$ cat src/rtl/if_fetch_queue_if.sv
// Fetch-to-decode handshake bundle for the instruction fetch queue.
// master: fetch/decode side; slave: the queue itself.
interface if_fetch_queue_if;
  logic        in_valid;
  logic [31:0] in_pc;
  logic [31:0] in_pc_4;
  logic [31:0] in_instr;
  logic        in_ready;
  logic        flush;
  logic        out_valid;
  logic [31:0] out_pc;
  logic [31:0] out_pc_4;
  logic [31:0] out_instr;
  logic        out_ready;

  modport master (
    output in_valid, in_pc, in_pc_4, in_instr, flush, out_ready,
    input  in_ready, out_valid, out_pc, out_pc_4, out_instr
  );

  modport slave (
    input  in_valid, in_pc, in_pc_4, in_instr, flush, out_ready,
    output in_ready, out_valid, out_pc, out_pc_4, out_instr
  );
endinterface

$ cat src/rtl/if_fetch_queue.sv
// Instruction fetch queue: holds {pc, pc_4, instr} between fetch and decode,
// drops all wrong-path entries on a redirect flush.
module if_fetch_queue #(
  parameter int unsigned DEPTH = 4,
  parameter int unsigned CW    = $clog2(DEPTH) + 1
) (
  input  logic                 clk,
  input  logic                 rst_n,
  if_fetch_queue_if.slave      q,
  output logic [CW-1:0]        count,
  output logic [15:0]          flushed_cnt
);

  localparam int unsigned AW = $clog2(DEPTH);

  logic [95:0]   mem [DEPTH];
  logic [AW-1:0] rd_ptr;
  logic [AW-1:0] wr_ptr;
  logic          push;
  logic          pop;
  logic [16:0]   flushed_sum;
  logic [95:0]   head;

  assign q.in_ready  = (count != CW'(DEPTH));
  // Gated by flush so decode never consumes a wrong-path entry in the redirect cycle.
  assign q.out_valid = (count != '0) & ~q.flush;

  assign push = q.in_valid & q.in_ready & ~q.flush;
  assign pop  = q.out_valid & q.out_ready;

  assign head        = mem[rd_ptr];
  assign q.out_pc    = head[95:64];
  assign q.out_pc_4  = head[63:32];
  assign q.out_instr = head[31:0];

  assign flushed_sum = {1'b0, flushed_cnt} + 17'(count);

  always_ff @(posedge clk or negedge rst_n) begin
    if (!rst_n) begin
      rd_ptr      <= '0;
      wr_ptr      <= '0;
      count       <= '0;
      flushed_cnt <= '0;
      for (int i = 0; i < int'(DEPTH); i++) begin
        mem[i] <= '0;
      end
    end else if (q.flush) begin
      // Storage is left intact; only pointers and occupancy are discarded.
      rd_ptr      <= '0;
      wr_ptr      <= '0;
      count       <= '0;
      flushed_cnt <= flushed_sum[16] ? 16'hFFFF : flushed_sum[15:0];
    end else begin
      if (push) begin
        mem[wr_ptr] <= {q.in_pc, q.in_pc_4, q.in_instr};
        wr_ptr      <= wr_ptr + AW'(1);
      end
      if (pop) begin
        rd_ptr <= rd_ptr + AW'(1);
      end
      case ({push, pop})
        2'b10:   count <= count + CW'(1);
        2'b01:   count <= count - CW'(1);
        default: count <= count;
      endcase
    end
  end

endmodule

$ cat src/flat_wrapper.sv
// flat-port wrapper written by rule: the top's interface ports become plain ports
module if_fetch_queue_flat 
#(
  parameter int unsigned DEPTH = 4,
  parameter int unsigned CW    = $clog2(DEPTH) + 1
)
  (clk, rst_n, count, flushed_cnt, q_in_valid, q_in_pc, q_in_pc_4, q_in_instr, q_flush, q_out_ready, q_in_ready, q_out_valid, q_out_pc, q_out_pc_4, q_out_instr);
  if_fetch_queue_if q_i ();
  input  logic clk;
  input  logic rst_n;
  output logic [CW-1:0] count;
  output logic [15:0] flushed_cnt;
  input wire logic [$bits(q_i.in_valid)-1:0] q_in_valid;
  input wire logic [$bits(q_i.in_pc)-1:0] q_in_pc;
  input wire logic [$bits(q_i.in_pc_4)-1:0] q_in_pc_4;
  input wire logic [$bits(q_i.in_instr)-1:0] q_in_instr;
  input wire logic [$bits(q_i.flush)-1:0] q_flush;
  input wire logic [$bits(q_i.out_ready)-1:0] q_out_ready;
  output wire logic [$bits(q_i.in_ready)-1:0] q_in_ready;
  output wire logic [$bits(q_i.out_valid)-1:0] q_out_valid;
  output wire logic [$bits(q_i.out_pc)-1:0] q_out_pc;
  output wire logic [$bits(q_i.out_pc_4)-1:0] q_out_pc_4;
  output wire logic [$bits(q_i.out_instr)-1:0] q_out_instr;
  assign q_i.in_valid = q_in_valid;
  assign q_i.in_pc = q_in_pc;
  assign q_i.in_pc_4 = q_in_pc_4;
  assign q_i.in_instr = q_in_instr;
  assign q_i.flush = q_flush;
  assign q_i.out_ready = q_out_ready;
  assign q_in_ready = q_i.in_ready;
  assign q_out_valid = q_i.out_valid;
  assign q_out_pc = q_i.out_pc;
  assign q_out_pc_4 = q_i.out_pc_4;
  assign q_out_instr = q_i.out_instr;
  if_fetch_queue #(.DEPTH(DEPTH), .CW(CW)) u_core (.clk(clk), .rst_n(rst_n), .q(q_i), .count(count), .flushed_cnt(flushed_cnt));
endmodule
$ cat config.mk
export PLATFORM = sky130hd
export DESIGN_NAME = if_fetch_queue_flat
export DESIGN_NICKNAME = d
export VERILOG_FILES = /design/src/rtl/if_fetch_queue_if.sv /design/src/rtl/if_fetch_queue.sv /design/src/flat_wrapper.sv
export SDC_FILE = /design/constraint.sdc
export NUM_CORES = 1
export LEC_CHECK = 0
export CAP_MARGIN = 25
export CELL_PAD_IN_SITES_DETAIL_PLACEMENT = 0
export CELL_PAD_IN_SITES_GLOBAL_PLACEMENT = 1
export CORE_UTILIZATION = 25
export DETAILED_ROUTE_END_ITERATION = 8
export PLACE_DENSITY_LB_ADDON = 0.1
export SETUP_SLACK_MARGIN = 0.5
export SKIP_CTS_REPAIR_TIMING = 1
export SLEW_MARGIN = 30
export SYNTH_ARGS = -nofsm -noshare
export SYNTH_HDL_FRONTEND = slang
export SYNTH_SLANG_ARGS = --single-unit
$ cat constraint.sdc
create_clock -name clk -period 6.05 [get_ports clk]
set_clock_uncertainty 0.2 [all_clocks]
set_input_delay 0.9075 -clock clk [delete_from_list [all_inputs] [get_ports clk]]
set_output_delay 0.9075 -clock clk [all_outputs]
set_load 0.03 [all_outputs]
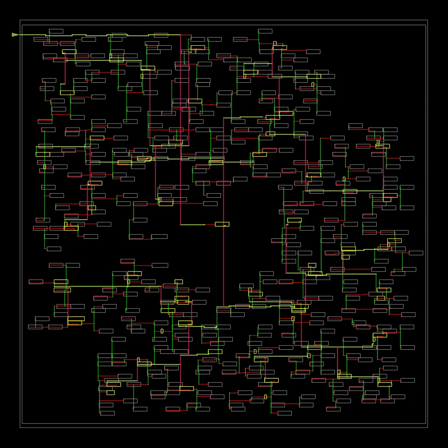
(clock nets)
CLK BUF: 73
clk pwr: 2.85 mW

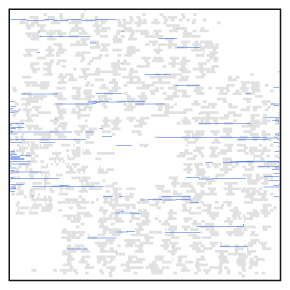
(signal wires on met3)
(1 px per µm)
nets with wire on the layer = 96
main direction = horizontal
longest straight run = 107 µm
share of all routed wire = 4.1%
wire length on this layer = 1890 µm
met3 usage: 2.898%
Routed WL: 46550 µm
via count: 10140

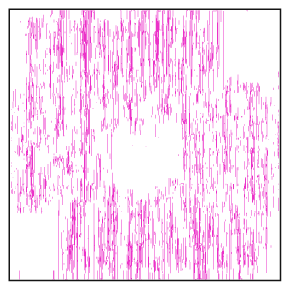
(the metal 2 layer)
(1 px per µm)
longest straight run = 82.6 µm
nets with wire on the layer = 1341
wire length on this layer = 22.9 mm
Global Route met2 Usage: 21.21%

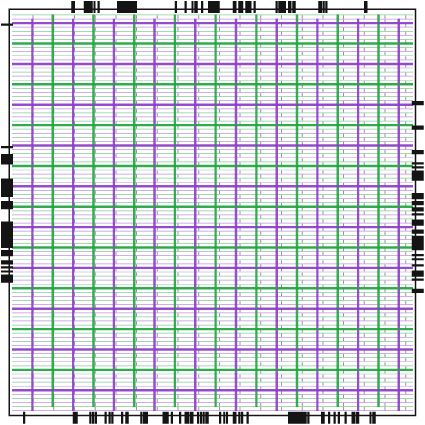
(floorplan with the power grid)
(1.5 px per µm) Pins as bars on the die edge. Tap cells in grey.
purple -> VSS
green -> VDD
rows = 97
met5 straps = 19
met1 rails = 98
tap cells = 940
met4 straps = 19
chip height: 269.9 µm
worst vdd ir: 207.6 µV
Placeable Area: 70510 µm²
Die Width: 269.9 µm

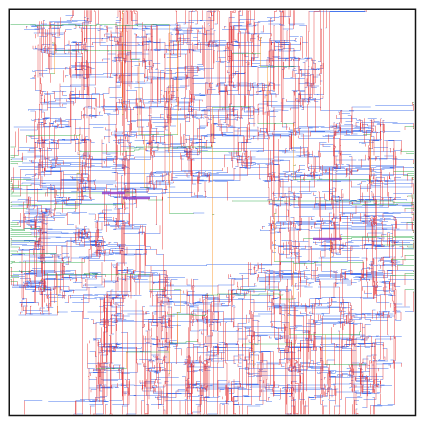
(metal layers overlaid)
(1.5 px per µm)
red -> metal 2  # wire length 22.9 mm
blue -> metal 1  # wire length 20.9 mm
green -> metal 3  # wire length 1890 µm
orange -> metal 4  # wire length 886 µm
purple -> metal 5  # wire length 47.8 µm
global-route usage over all layers: 12.87%
drt wl/cell: 20.54 µm

==> changes_impl.md <==
### Metrics

- Top Registers: u_core.mem x384, u_core.flushed_cnt x16, u_core.count x3
- Boundary Pins: about 220
- Pwr Total: between 9 and 10 mW
- Post-layout util: 32.11%
- WL met1: 20870 µm
- Status: completed
- Leading cell types by count after synthesis: dfrtp_1 (407), mux2_2 (388), mux4_2 (96)
- Met1 Usage GRT: approximately 17%
- Logic cell area: ~7300 µm²
- Synth Seq Share: between 50 and 60%
- PortBufs: 217
- WP depth: 3
- Skew-Pair Late Insertion Delay: 590 ps
- Slew Viols, Final: 0
- CP delay by family, top: buffers and inverters
- Final ANT Viol Nets: 0
- Number of ordinary inverters in the final layout: 5
- Vias/cell: roughly 4.5
- Biggest area cells: dfrtp_1 (57%), mux2_2 (24%), mux4_2 (12%)
- # rows: slightly below 100
- Post-Place Worst Slack: 1782 ps
- Top logic family: multiplexers
- Reg2reg end: u_core.mem[30]
- Largest net degree at the start of global routing: 151
- Combinational power: roughly 3 mW
- Psw: 2.941 mW
Power is estimated from default activity; no workload was simulated.
